<file path="src/rtl/ttc_cfg_sequencer13.sv">
// Arbitrates two requesters onto a single timer register-write port and runs the
// program / start / wait-for-irq / clear / stop sequence on behalf of the owner.
module ttc_cfg_sequencer13 #(
    parameter logic [6:0] CTRL_RUN  = 7'h12,
    parameter logic [6:0] CTRL_STOP = 7'h01,
    parameter logic [5:0] INTR_EN   = 6'h03,
    parameter int         TMO_W     = 16
) (
    input  logic             pclk13,
    input  logic             n_p_reset13,
    input  logic [1:0]       req13,
    input  logic [13:0]      cfg_clk13,
    input  logic [31:0]      cfg_interval13,
    input  logic [31:0]      cfg_match13,
    input  logic [TMO_W-1:0] tmo_limit13,
    output logic [1:0]       grant13,
    output logic [1:0]       done13,
    output logic             err13,
    output logic [5:0]       irq_status13,
    output logic             busy13,
    output logic [15:0]      pwdata13,
    output logic             clk_ctrl_reg_sel13,
    output logic             interval_reg_sel13,
    output logic             match_1_reg_sel13,
    output logic             intr_en_reg_sel13,
    output logic             cntr_ctrl_reg_sel13,
    output logic             clear_interrupt13,
    input  logic             interrupt13,
    input  logic [5:0]       interrupt_reg13
);

    typedef enum logic [3:0] {
        IDLE, W_CLK, W_INTV, W_MATCH, W_IEN, W_CTRL, WAIT, CLR, STOP, DONE
    } state_t;

    state_t           state, state_nxt;
    logic             owner, owner_nxt;
    logic             last_grant;
    logic             abandon, abandon_nxt;
    logic             err_cap, err_nxt;
    logic [5:0]       irq_cap, irq_nxt;
    logic [TMO_W-1:0] tmo_cnt;
    logic             winner;
    logic             owner_req;
    logic             tmo_hit;
    logic [1:0]       owner_hot_nxt;
    logic [15:0]      pwdata_nxt;

    // A tie goes to whichever requester did not own the port last time.
    always_comb begin
        winner = 1'b0;
        if (req13 == 2'b11) begin
            winner = ~last_grant;
        end else if (req13[1] && !req13[0]) begin
            winner = 1'b1;
        end
    end

    assign owner_req     = owner ? req13[1] : req13[0];
    assign tmo_hit       = (tmo_limit13 != '0) && (tmo_cnt == tmo_limit13 - TMO_W'(1));
    assign owner_hot_nxt = owner_nxt ? 2'b10 : 2'b01;

    always_ff @(posedge pclk13 or negedge n_p_reset13) begin
        if (!n_p_reset13) begin
            state      <= IDLE;
            owner      <= 1'b0;
            last_grant <= 1'b1;
            abandon    <= 1'b0;
            err_cap    <= 1'b0;
            irq_cap    <= '0;
        end else begin
            state   <= state_nxt;
            owner   <= owner_nxt;
            abandon <= abandon_nxt;
            err_cap <= err_nxt;
            irq_cap <= irq_nxt;
            if (state != IDLE && state_nxt == IDLE) begin
                last_grant <= owner;
            end
        end
    end

    always_comb begin
        state_nxt   = state;
        owner_nxt   = owner;
        abandon_nxt = abandon;
        err_nxt     = err_cap;
        irq_nxt     = irq_cap;
        case (state)
            IDLE: begin
                if (|req13) begin
                    state_nxt   = W_CLK;
                    owner_nxt   = winner;
                    abandon_nxt = 1'b0;
                    err_nxt     = 1'b0;
                    irq_nxt     = '0;
                end
            end
            W_CLK:   state_nxt = W_INTV;
            W_INTV:  state_nxt = W_MATCH;
            W_MATCH: state_nxt = W_IEN;
            W_IEN:   state_nxt = W_CTRL;
            W_CTRL:  state_nxt = WAIT;
            WAIT: begin
                if (interrupt13) begin
                    state_nxt = CLR;
                    err_nxt   = 1'b0;
                    irq_nxt   = interrupt_reg13;
                end else if (tmo_hit) begin
                    state_nxt = CLR;
                    err_nxt   = 1'b1;
                    irq_nxt   = interrupt_reg13;
                end
            end
            CLR:     state_nxt = STOP;
            STOP:    state_nxt = abandon ? IDLE : DONE;
            DONE:    state_nxt = IDLE;
            default: state_nxt = IDLE;
        endcase
        // Owner walking away mid-programming still gets the timer cleaned up.
        if ((state == W_CLK || state == W_INTV || state == W_MATCH || state == W_IEN ||
             state == W_CTRL || state == WAIT) && !owner_req) begin
            state_nxt   = CLR;
            abandon_nxt = 1'b1;
        end
    end

    always_comb begin
        pwdata_nxt = '0;
        case (state_nxt)
            W_CLK:   pwdata_nxt = {9'b0, (owner_nxt ? cfg_clk13[13:7] : cfg_clk13[6:0])};
            W_INTV:  pwdata_nxt = owner_nxt ? cfg_interval13[31:16] : cfg_interval13[15:0];
            W_MATCH: pwdata_nxt = owner_nxt ? cfg_match13[31:16] : cfg_match13[15:0];
            W_IEN:   pwdata_nxt = {10'b0, INTR_EN};
            W_CTRL:  pwdata_nxt = {9'b0, CTRL_RUN};
            STOP:    pwdata_nxt = {9'b0, CTRL_STOP};
            default: pwdata_nxt = '0;
        endcase
    end

    // Outputs are decoded from the next state so they line up with the state register.
    always_ff @(posedge pclk13 or negedge n_p_reset13) begin
        if (!n_p_reset13) begin
            grant13             <= '0;
            done13              <= '0;
            err13               <= 1'b0;
            irq_status13        <= '0;
            busy13              <= 1'b0;
            pwdata13            <= '0;
            clk_ctrl_reg_sel13  <= 1'b0;
            interval_reg_sel13  <= 1'b0;
            match_1_reg_sel13   <= 1'b0;
            intr_en_reg_sel13   <= 1'b0;
            cntr_ctrl_reg_sel13 <= 1'b0;
            clear_interrupt13   <= 1'b0;
        end else begin
            grant13             <= (state_nxt == IDLE) ? 2'b00 : owner_hot_nxt;
            done13              <= (state_nxt == DONE) ? owner_hot_nxt : 2'b00;
            err13               <= (state_nxt == DONE) ? err_nxt : 1'b0;
            irq_status13        <= (state_nxt == DONE) ? irq_nxt : 6'h00;
            busy13              <= (state_nxt != IDLE);
            pwdata13            <= pwdata_nxt;
            clk_ctrl_reg_sel13  <= (state_nxt == W_CLK);
            interval_reg_sel13  <= (state_nxt == W_INTV);
            match_1_reg_sel13   <= (state_nxt == W_MATCH);
            intr_en_reg_sel13   <= (state_nxt == W_IEN);
            cntr_ctrl_reg_sel13 <= (state_nxt == W_CTRL) || (state_nxt == STOP);
            clear_interrupt13   <= (state_nxt == CLR);
        end
    end

    always_ff @(posedge pclk13 or negedge n_p_reset13) begin
        if (!n_p_reset13) begin
            tmo_cnt <= '0;
        end else if (state != WAIT) begin
            tmo_cnt <= '0;
        end else if (tmo_cnt != '1) begin
            tmo_cnt <= tmo_cnt + TMO_W'(1);
        end
    end

endmodule

</file>
<file path="config.mk">
export PLATFORM = sky130hd
export DESIGN_NAME = ttc_cfg_sequencer13
export DESIGN_NICKNAME = d
export VERILOG_FILES = /design/src/rtl/ttc_cfg_sequencer13.sv
export SDC_FILE = /design/constraint.sdc
export NUM_CORES = 1
export LEC_CHECK = 0
export ABC_CLOCK_PERIOD_IN_PS = 6800
export CORE_ASPECT_RATIO = 1.5
export CORE_MARGIN = 2
export CORE_UTILIZATION = 45
export DETAILED_ROUTE_END_ITERATION = 10
export DONT_BUFFER_PORTS = 1
export SLEW_MARGIN = 25
export SYNTH_ARGS = -nofsm -noshare
export SYNTH_HDL_FRONTEND = slang
export SYNTH_SLANG_ARGS = --single-unit
</file>
<file path="constraint.sdc">
create_clock -name pclk13 -period 6.8 [get_ports pclk13]
set_input_delay 1.36 -clock pclk13 [delete_from_list [all_inputs] [get_ports pclk13]]
set_output_delay 1.36 -clock pclk13 [all_outputs]
set_load 0.05 [all_outputs]
</file>
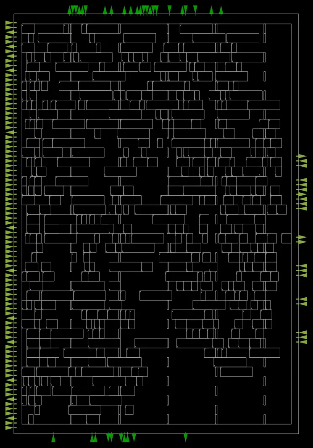
(placement view)
core area: 0.00878 mm2
row cnt: 42
filler instances: 829

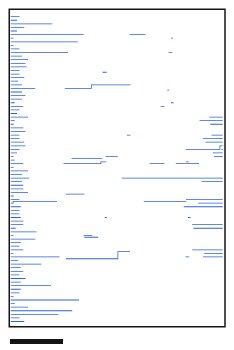
(the metal 3 layer)
Scale bar: 20 um.
- longest straight run: 38.0 um
- share of all routed wire: 8.4%
- wire length on this layer: 819 um
- nets with wire on the layer: 115
- main direction: horizontal

==> reports/results.txt <==
Worst VDD drop: 0.213 mV
Global placement routability congestion: 0.791
Overflow after GRT: 0
Post-CTS Setup Inserts: 0
Critical Path AT: 4.51 ns
Detail Route Antenna Nets: 0
Max incr delay on CP: 0.66 ns
Commonest flop: dfrtp_1
Seq/Total Area, Yosys: 39.8%
Worst Path Buf+Inv: 0
Synth Instances: 444
Total power: 1.71 mW
Top comb family, area: simple AND/OR/NAND/NOR gates
Post-synth mux share: 11.8%
Status: finished clean
Slowest CP cell: nor4_4
Aoi/oai-family share of the synthesized area: 15.3%
Placement Setup Slack: 2.14 ns
Finish-stage setup viols: 0
PostCTS Resize Cnt: 0
Worst r2r path cells: 7
Final worst-path cycle share: 63.2%
Cell breakdown of the critical path: or4_1 > or4_1 > a2111oi_2 > nand4_1 > nor4_4 > a21oi_4 > mux2_4
Chip area: 0.00973 mm2
Vias per Instance: 5.97
Detailed Place HPWL: 7.43 mm
Clock transition at the registers of the reported paths: 0.05 ns
Largest area contributor in the synthesized netlist: dfrtp_1
Worst Setup SP: tmo_limit13[3]
Syn_nets: 552
Tool warnings: 27
Fin. Hold Viols: 0
DR pass1 iterations: 4
Most Frequent Cell on Critical Path: or4_1
CP Class: in -> reg
First-pass GRT wire length: 15.6 mm
Cell with the most instances after synthesis: nand2_1
Hold WC Path Type: reg -> reg
DIE HEIGHT: 120 um
TritonCTS Buffers: 9
Die Span X: 81.2 um
Latest clock arrival within the worst-skew pair: 0.33 ns
CTS Sinks: 64
Floorplan core density: 45.9%
IO buf count: 0
Syn_area_per_cell: 9.07 um2
worst min-delay path by stage:
stage | startpoint | endpoint | slack (ns) | cells past startpoint
2_1_floorplan | abandon$_DFFE_PN0P_ | abandon$_DFFE_PN0P_ | 0.45 | 2
3_3_place_gp | abandon$_DFFE_PN0P_ | abandon$_DFFE_PN0P_ | 0.46 | 2
3_5_place_dp | abandon$_DFFE_PN0P_ | abandon$_DFFE_PN0P_ | 0.46 | 2
4_1_cts | abandon$_DFFE_PN0P_ | abandon$_DFFE_PN0P_ | 0.48 | 2
5_1_grt | abandon$_DFFE_PN0P_ | abandon$_DFFE_PN0P_ | 0.53 | 2
6_report | abandon$_DFFE_PN0P_ | abandon$_DFFE_PN0P_ | 0.47 | 2
report_power, final:
part / internal (mW) / leakage [nW] / switching, mW
sequential: 0.466 / 0.854 / 0.250
combinational: 0.240 / 0.904 / 0.340
clock: 0.255 / 0.139 / 0.159
total: 0.960 / 1.90 / 0.749
routing by layer:
layer / share of wire, % / vias to the layer above / GRT usage (%)
li1: - / 1558 / -
met1: 36 / 1534 / 22.8
met2: 53 / 135 / 36.9
met3: 8.4 / 21 / 6.54
met4: 2.7 / 0 / 9.85
met5: 0 / - / 0
layout make-up:
type | instances | area share (%)
inverter | 5 | 0.432
multi-input combinational | 346 | 52.6
clock buffer | 11 | 5.59
timing repair buffer | 3 | 0.519
sequential | 64 | 36.9
tap | 110 | 3.17
clock inverter | 5 | 0.749
tightest hold or removal path: stages, from the launching register on:
cell,delay (ns)
dfrtp_1,0.34
nand2_1,0.05
nand2_1,0.05
state kept, by name (all words and copies together), names as in the netlist, 2 cells and up:
register	flops
pwdata13	16
grant13	2
irq_cap	6
state	4
irq_status13	6
tmo_cnt	16
done13	2
Power is estimated from default activity; no workload was simulated.
